Figure 1. Placement density heat map.
Drawn at 3 px/um. The die is cut into 12 by 12 equal tiles; black is low, pale yellow is high, 0 to 100% covered.
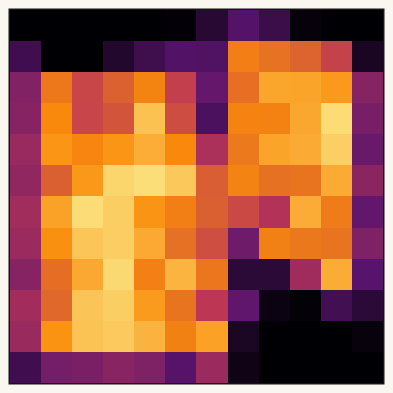
Figure 2. Cells colored by class.
Drawn at 2 px/um.
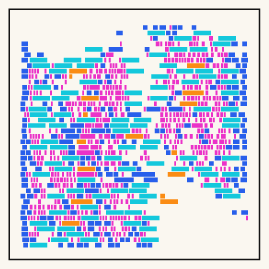
**src/rtl/riscv_lsu_if.sv**
```systemverilog
// Memory-bus bundle between the load/store unit and the data memory.
//   master : LSU side; drives request, write enable, word address, byte enables and store data,
//            receives read data and ack.
//   slave  : memory side; the mirror of master.
// bus_ack_in is only meaningful while bus_req_out is high.
interface riscv_lsu_if #(
   parameter int unsigned ADDR_W = 15
);
   logic              bus_req_out;
   logic              bus_we_out;
   logic [ADDR_W-1:0] bus_addr_out;
   logic [3:0]        bus_be_out;
   logic [31:0]       bus_wdata_out;
   logic [31:0]       bus_rdata_in;
   logic              bus_ack_in;

   modport master (
      output bus_req_out, bus_we_out, bus_addr_out, bus_be_out, bus_wdata_out,
      input  bus_rdata_in, bus_ack_in
   );

   modport slave (
      input  bus_req_out, bus_we_out, bus_addr_out, bus_be_out, bus_wdata_out,
      output bus_rdata_in, bus_ack_in
   );
endinterface

```
**src/rtl/riscv_lsu.sv**
```systemverilog
// RISC-V load/store unit: validates an access, drives one word-wide memory bus transaction,
// and formats load data for write-back.
//   clk, reset        : rising-edge clock, asynchronous active-low reset
//   start_in          : one-cycle access request (ignored while busy_out)
//   memrw_in          : 1 store, 0 load
//   funct3_in         : size/sign field from inst[14:12]
//   addr_in, wdata_in : byte address and store data
//   busy_out          : high whenever not idle
//   done_out, err_out : one-cycle completion pulse, err_out marks a failed access
//   rdata_out         : formatted load result, held until the next completion
//   err_code_out      : 01 misaligned, 10 illegal funct3, 11 timeout, 00 after success
//   bus               : memory bus (master side)
module riscv_lsu #(
   parameter int unsigned ADDR_W = 15,
   parameter int unsigned TMO    = 255
) (
   input  logic              clk,
   input  logic              reset,
   input  logic              start_in,
   input  logic              memrw_in,
   input  logic [2:0]        funct3_in,
   input  logic [ADDR_W-1:0] addr_in,
   input  logic [31:0]       wdata_in,
   output logic              busy_out,
   output logic              done_out,
   output logic [31:0]       rdata_out,
   output logic              err_out,
   output logic [1:0]        err_code_out,
   riscv_lsu_if.master       bus
);

   localparam int unsigned CntW = (TMO < 1) ? 1 : $clog2(TMO + 1);
   localparam logic [CntW-1:0] TmoCnt = CntW'(TMO);

   typedef enum logic [1:0] {StIdle, StReq, StDone, StErr} state_e;

   state_e            state_q, state_d;
   logic [CntW-1:0]   cnt_q, cnt_d;
   logic              we_q, we_d;
   logic [2:0]        f3_q, f3_d;
   logic [1:0]        alo_q, alo_d;
   logic [ADDR_W-1:0] addr_q, addr_d;
   logic [3:0]        be_q, be_d;
   logic [31:0]       wdata_q, wdata_d;
   logic [31:0]       rdata_q, rdata_d;
   logic [1:0]        ecode_q, ecode_d;

   // Request decode
   logic        legal, misal;
   logic [3:0]  be_new;
   logic [31:0] wdata_new;

   always_comb begin
      legal     = 1'b0;
      misal     = 1'b0;
      be_new    = 4'b1111;
      wdata_new = '0;
      if (memrw_in) begin
         legal = funct3_in inside {3'b000, 3'b001, 3'b010};
      end else begin
         legal = funct3_in inside {3'b000, 3'b001, 3'b010, 3'b100, 3'b101};
      end
      case (funct3_in[1:0])
         2'b01:   misal = addr_in[0];
         2'b10:   misal = (addr_in[1:0] != 2'b00);
         default: misal = 1'b0;
      endcase
      if (memrw_in) begin
         case (funct3_in[1:0])
            2'b00: begin
               be_new    = 4'b0001 << addr_in[1:0];
               wdata_new = {4{wdata_in[7:0]}};
            end
            2'b01: begin
               be_new    = addr_in[1] ? 4'b1100 : 4'b0011;
               wdata_new = {2{wdata_in[15:0]}};
            end
            default: begin
               be_new    = 4'b1111;
               wdata_new = wdata_in;
            end
         endcase
      end
   end

   // Load formatting from the latched address offset and funct3
   logic [7:0]  lane_byte;
   logic [15:0] lane_half;
   logic [31:0] load_fmt;

   always_comb begin
      lane_byte = '0;
      case (alo_q)
         2'd0:    lane_byte = bus.bus_rdata_in[7:0];
         2'd1:    lane_byte = bus.bus_rdata_in[15:8];
         2'd2:    lane_byte = bus.bus_rdata_in[23:16];
         default: lane_byte = bus.bus_rdata_in[31:24];
      endcase
      lane_half = alo_q[1] ? bus.bus_rdata_in[31:16] : bus.bus_rdata_in[15:0];
      case (f3_q)
         3'b000:  load_fmt = {{24{lane_byte[7]}}, lane_byte};
         3'b100:  load_fmt = {24'd0, lane_byte};
         3'b001:  load_fmt = {{16{lane_half[15]}}, lane_half};
         3'b101:  load_fmt = {16'd0, lane_half};
         default: load_fmt = bus.bus_rdata_in;
      endcase
   end

   always_comb begin
      state_d = state_q;
      cnt_d   = cnt_q;
      we_d    = we_q;
      f3_d    = f3_q;
      alo_d   = alo_q;
      addr_d  = addr_q;
      be_d    = be_q;
      wdata_d = wdata_q;
      rdata_d = rdata_q;
      ecode_d = ecode_q;
      case (state_q)
         StIdle: begin
            if (start_in) begin
               // Illegal funct3 outranks misalignment
               if (!legal) begin
                  ecode_d = 2'b10;
                  state_d = StErr;
               end else if (misal) begin
                  ecode_d = 2'b01;
                  state_d = StErr;
               end else begin
                  we_d    = memrw_in;
                  f3_d    = funct3_in;
                  alo_d   = addr_in[1:0];
                  addr_d  = {addr_in[ADDR_W-1:2], 2'b00};
                  be_d    = be_new;
                  wdata_d = memrw_in ? wdata_new : '0;
                  cnt_d   = '0;
                  state_d = StReq;
               end
            end
         end
         StReq: begin
            // Ack is checked first so it wins over a simultaneous timeout
            if (bus.bus_ack_in) begin
               if (!we_q) begin
                  rdata_d = load_fmt;
               end
               ecode_d = 2'b00;
               state_d = StDone;
            end else if (cnt_q == TmoCnt) begin
               ecode_d = 2'b11;
               state_d = StErr;
            end else begin
               cnt_d = cnt_q + 1'b1;
            end
         end
         StDone:  state_d = StIdle;
         StErr:   state_d = StIdle;
         default: state_d = StIdle;
      endcase
   end

   always_ff @(posedge clk or negedge reset) begin
      if (!reset) begin
         state_q <= StIdle;
         cnt_q   <= '0;
         we_q    <= 1'b0;
         f3_q    <= '0;
         alo_q   <= '0;
         addr_q  <= '0;
         be_q    <= '0;
         wdata_q <= '0;
         rdata_q <= '0;
         ecode_q <= '0;
      end else begin
         state_q <= state_d;
         cnt_q   <= cnt_d;
         we_q    <= we_d;
         f3_q    <= f3_d;
         alo_q   <= alo_d;
         addr_q  <= addr_d;
         be_q    <= be_d;
         wdata_q <= wdata_d;
         rdata_q <= rdata_d;
         ecode_q <= ecode_d;
      end
   end

   assign busy_out          = (state_q != StIdle);
   assign done_out          = (state_q == StDone) || (state_q == StErr);
   assign err_out           = (state_q == StErr);
   assign rdata_out         = rdata_q;
   assign err_code_out      = ecode_q;
   assign bus.bus_req_out   = (state_q == StReq);
   assign bus.bus_we_out    = we_q;
   assign bus.bus_addr_out  = addr_q;
   assign bus.bus_be_out    = be_q;
   assign bus.bus_wdata_out = wdata_q;

endmodule

```
**src/flat_wrapper.sv**
```systemverilog
// flat-port wrapper written by rule: the top's interface ports become plain ports
module riscv_lsu_flat 
#(
   parameter int unsigned ADDR_W = 15,
   parameter int unsigned TMO    = 255
)
  (clk, reset, start_in, memrw_in, funct3_in, addr_in, wdata_in, busy_out, done_out, rdata_out, err_out, err_code_out, bus_bus_req_out, bus_bus_we_out, bus_bus_addr_out, bus_bus_be_out, bus_bus_wdata_out, bus_bus_rdata_in, bus_bus_ack_in);
  riscv_lsu_if #(.ADDR_W(ADDR_W)) bus_i ();
  input  logic clk;
  input  logic reset;
  input  logic start_in;
  input  logic memrw_in;
  input  logic [2:0] funct3_in;
  input  logic [ADDR_W-1:0] addr_in;
  input  logic [31:0] wdata_in;
  output logic busy_out;
  output logic done_out;
  output logic [31:0] rdata_out;
  output logic err_out;
  output logic [1:0] err_code_out;
  output wire logic [$bits(bus_i.bus_req_out)-1:0] bus_bus_req_out;
  output wire logic [$bits(bus_i.bus_we_out)-1:0] bus_bus_we_out;
  output wire logic [$bits(bus_i.bus_addr_out)-1:0] bus_bus_addr_out;
  output wire logic [$bits(bus_i.bus_be_out)-1:0] bus_bus_be_out;
  output wire logic [$bits(bus_i.bus_wdata_out)-1:0] bus_bus_wdata_out;
  input wire logic [$bits(bus_i.bus_rdata_in)-1:0] bus_bus_rdata_in;
  input wire logic [$bits(bus_i.bus_ack_in)-1:0] bus_bus_ack_in;
  assign bus_bus_req_out = bus_i.bus_req_out;
  assign bus_bus_we_out = bus_i.bus_we_out;
  assign bus_bus_addr_out = bus_i.bus_addr_out;
  assign bus_bus_be_out = bus_i.bus_be_out;
  assign bus_bus_wdata_out = bus_i.bus_wdata_out;
  assign bus_i.bus_rdata_in = bus_bus_rdata_in;
  assign bus_i.bus_ack_in = bus_bus_ack_in;
  riscv_lsu #(.ADDR_W(ADDR_W), .TMO(TMO)) u_core (.clk(clk), .reset(reset), .start_in(start_in), .memrw_in(memrw_in), .funct3_in(funct3_in), .addr_in(addr_in), .wdata_in(wdata_in), .busy_out(busy_out), .done_out(done_out), .rdata_out(rdata_out), .err_out(err_out), .err_code_out(err_code_out), .bus(bus_i));
endmodule
```
**config.mk**
```make
export PLATFORM = sky130hd
export DESIGN_NAME = riscv_lsu_flat
export DESIGN_NICKNAME = d
export VERILOG_FILES = /design/src/rtl/riscv_lsu_if.sv /design/src/rtl/riscv_lsu.sv /design/src/flat_wrapper.sv
export SDC_FILE = /design/constraint.sdc
export NUM_CORES = 1
export LEC_CHECK = 0
export ABC_AREA = 1
export CORE_MARGIN = 5
export CORE_UTILIZATION = 40
export DETAILED_ROUTE_END_ITERATION = 8
export PLACE_DENSITY = 0.84
export SETUP_SLACK_MARGIN = 0.05
export SYNTH_ARGS = -nofsm -noshare
export SYNTH_HDL_FRONTEND = slang
export SYNTH_SLANG_ARGS = --single-unit
```
**constraint.sdc**
```tcl
create_clock -name clk -period 1.65 [get_ports clk]
set_clock_uncertainty 0.1 [all_clocks]
set_input_delay 0.165 -clock clk [delete_from_list [all_inputs] [get_ports clk]]
set_output_delay 0.165 -clock clk [all_outputs]
set_load 0.05 [all_outputs]
```
==> GITHUB_STEP_SUMMARY <==
### Yosys + OpenROAD results

| Metric | Value |
|---|---|
| Hold WS | around 0.14 ns |
| Routability cong. | 0.912 |
| Worst path max stage delay | 0.40 ns |
| Latency at later pin | between 0.3 and 0.4 ns |
| Synth area leader | dfrtp_1 |
| Max IR drop VDD | 1220 uV |
| Drt drc | 0 |
| Detailed placer's ending HPWL | 11.8 mm |
| Setup_tns | 0 ns |
| H-tree depth | 3 |
| CP arrival | about 1.7 ns |
| Initial Util | 41.1% |
| Post-layout minimum cycle time | around 1.6 ns |
| # IOs | around 180 |
| Routed wire per std cell | 15.1 um |
| Clock Path Buffers | 2 |
| Post-synth area from yosys stat | 5230 sq um |
| Period utilisation layout | 96.1% |
| Syn-to-layout area delta | 48.9% |
| Logic area | roughly 2400 sq um |
| CTS tree | done |
| Chip footprint | around 15000 sq um |
| Storage cell area | approximately 2500 sq um |
| Final #Nets | roughly 1000 |
| Drt pass-1 iters | 5 |
| Die W | 124 um |
| PortBufs | between 150 and 200 |
| Slew Viols, Final | 0 |
| Initial antenna violation count | 1 |
| Synth unique cells | 27 |
| Top-count cell post-synth | nand2_1 |
| Worst R2R Start | u_core.cnt_q[1]$_DFFE_PN0P_ |
| Total gr overflow | 0 |
| WS Path Type | flop to flop |
| Routed wire length | between 15 and 20 mm |
| Synth async-reset ratio | 100% |
| Fraction of layout cells with a size suffix above 1 | 22.2% |
| Root buf cell | clkbuf_16 |
| R2R Setup Slk | approximately 0.064 ns |
| Avg Cell Area, Syn | 7.22 sq um |
| Outcome | finished, final reports clean |
| Tot GR Track Use | around 21% |
| Yosys Warn Count | 0 |
| Routed Antenna Nets | 0 |
| Routed vias/inst | roughly 5 |
| Global-route wire length before repair | 26.6 mm |
| Fill cells | 1121 |
| RSZ-0062 raised after global routing | yes |
| Initial DRC count | between 600 and 700 |
| CP Capture Type | flop |
| Worst min path class | input port to async pin |
| CTS Sinks | 99 |
| CP dominant cell by count | nand2_1 |
| DP Worst Slack | -0.487 ns |
| CP startpoint kind | flop |
| OpenROAD warning count | 30 |
| Critical-path top delay cell | dfrtp_1 |
| Vias in the first global route | about 5200 |
| Synth cell count leaders | nand2_1 (304), dfrtp_1 (99), o21ai_0 (57) |
| P per Cell Area | between 2000 and 2500 nW/um^2 |
| Setup ws final | 0.0643 ns |
| Leakage | 4.02 nW |
| Seq/Total Area, Yosys | 47.3% |
| Registers, synthesis | approximately 99 |
| Reg clk slew, reported paths | around 0.070 ns |
| Final setup vio count | 0 |
| Reg-to-reg endpoint | u_core.cnt_q[7]$_DFFE_PN0P_ |
| Cell area leaders | dfrtp_1 (47%), nand2_1 (22%), o21ai_0 (5.5%) |
| Max capacitance violation total | 0 |
| Hold Fails Final Rpt | 0 |
## Picture notes: Figure 1
nearly empty tiles: 13%
mean over tiles: 49%
tiles over 75% full: 26%
fullest tile: 93%
emptiest ninth of the die: south-east

## Picture notes: Figure 2
[combinational and other logic] magenta | cells: 587 | share of their area: 35%
[other buffers and delay cells] blue | cells: 226 | share of their area: 28%
[flops] cyan | cells: 99 | share of their area: 33%
[clock drivers and dummy loads] orange | cells: 16 | share of their area: 4.3%
post-route cell area: 7790 sq um
core area: 12700 sq um
Site Rows: 41
Util after Layout: 61.3%
flop share of the area: 31.8%

==> power breakdown <==
part,switching (W),internal [W]
registers,0.000714,0.00347
clock network,0.000952,0.00137
logic,0.00622,0.00304
total,0.00789,0.00788
==> cells in the final DEF (no fill, tap or decap), types with 9 or more instances in the layout <==
cell and count:
a21oi_1 36, buf_12 11, buf_4 126, clkbuf_16 9, clkdlybuf4s50_1 83, dfrtp_1 97
inv_1 48, nand2_1 297, nand3_1 46, nor2_1 38, o21ai_0 55, or2_2 18
==> metal layers <==
metal	share of wire, %	global-route usage, %	up-vias
met4	2.4	7.48	0
met2	46	33.5	254
met3	9.6	6.65	29
met5	0	0	-
li1	-	-	2670
met1	42	26.1	2535
==> worst max-delay path by stage <==
| stage | from | endpoint | slack (ns) | cells after the start |
|---|---|---|---|---|
| global route | u_core.state_q[0]$_DFFE_PN0P_ | u_core.cnt_q[7]$_DFFE_PN0P_ | -0.04 | 9 |
| global placement | funct3_in[0] | u_core.bus.bus_addr_out[6]$_DFFE_PN0P_ | -0.42 | 9 |
| finish | u_core.cnt_q[1]$_DFFE_PN0P_ | u_core.cnt_q[7]$_DFFE_PN0P_ | 0.06 | 9 |
| CTS | u_core.state_q[1]$_DFFE_PN0P_ | u_core.bus.bus_we_out$_DFFE_PN0P_ | 0.06 | 8 |
| floorplan | funct3_in[1] | u_core.bus.bus_addr_out[10]$_DFFE_PN0P_ | -0.06 | 15 |
| detailed placement | funct3_in[0] | u_core.bus.bus_addr_out[5]$_DFFE_PN0P_ | -0.49 | 10 |
==> sequential cells by signal, indices dropped and copies added (netlist names) <==
signal,flops
u_core.err_code_out,2
u_core.state_q,2
u_core.bus.bus_be_out,4
u_core.cnt_q,8
u_core.bus.bus_we_out,1
u_core.rdata_out,32
u_core.alo_q,2
u_core.bus.bus_wdata_out,32
u_core.bus.bus_addr_out,13
u_core.f3_q,3
==> what timing repair did <==
action,CTS,global route
gates cloned,2,0
pin swaps,1,4
setup buffers,2,6
hold buffers,1,0
hold endpoints to repair,99,0
setup endpoints to repair,63,88
gates resized,14,17
==> worst max-delay path: cells and delay by family, from the launching register on <==
| kind | cells | cell delay (ns) |
|---|---|---|
| buffers and inverters | 1 | 0.16 |
| AOI/OAI and AO/OA | 1 | 0.05 |
| DFF | 1 | 0.40 |
| and+or+nand+nor | 6 | 0.54 |
| adders and majority gates | 1 | 0.22 |
==> final cells by class <==
type	instances	share of cell area (%)
clock inverters	6	1.14
well taps	172	2.76
diodes	1	0.0321
clock buffers	10	3.07
inverters	57	2.91
flip-flops and latches	99	31.8
multi-input cells	530	31.4
repair buffers	226	26.9
==> cell families (layout without fill, tap and decap cells) <==
group	count (synthesis)	in the layout	synth area share, %
buffers and inverters	97	299	7.87
xor gates and xnor gates	3	3	0.502
adders and majority gates	4	4	0.957
DFF	99	99	47.3
AOI/OAI and AO/OA	107	107	10.8
other	1	3	0.0717
and+or+nand+nor	414	414	32.4
==> metrics by stage <==
stage                     cells  total power, W  util (%)
after floorplan             726          0.0100         -
after global placement     1073          0.0130      56.9
after detailed placement   1073          0.0131      56.9
after CTS                  1094          0.0156      60.5
after global routing       1101          0.0167      61.3
final                      1101          0.0158      61.3
Power and IR drop assume default switching activity.
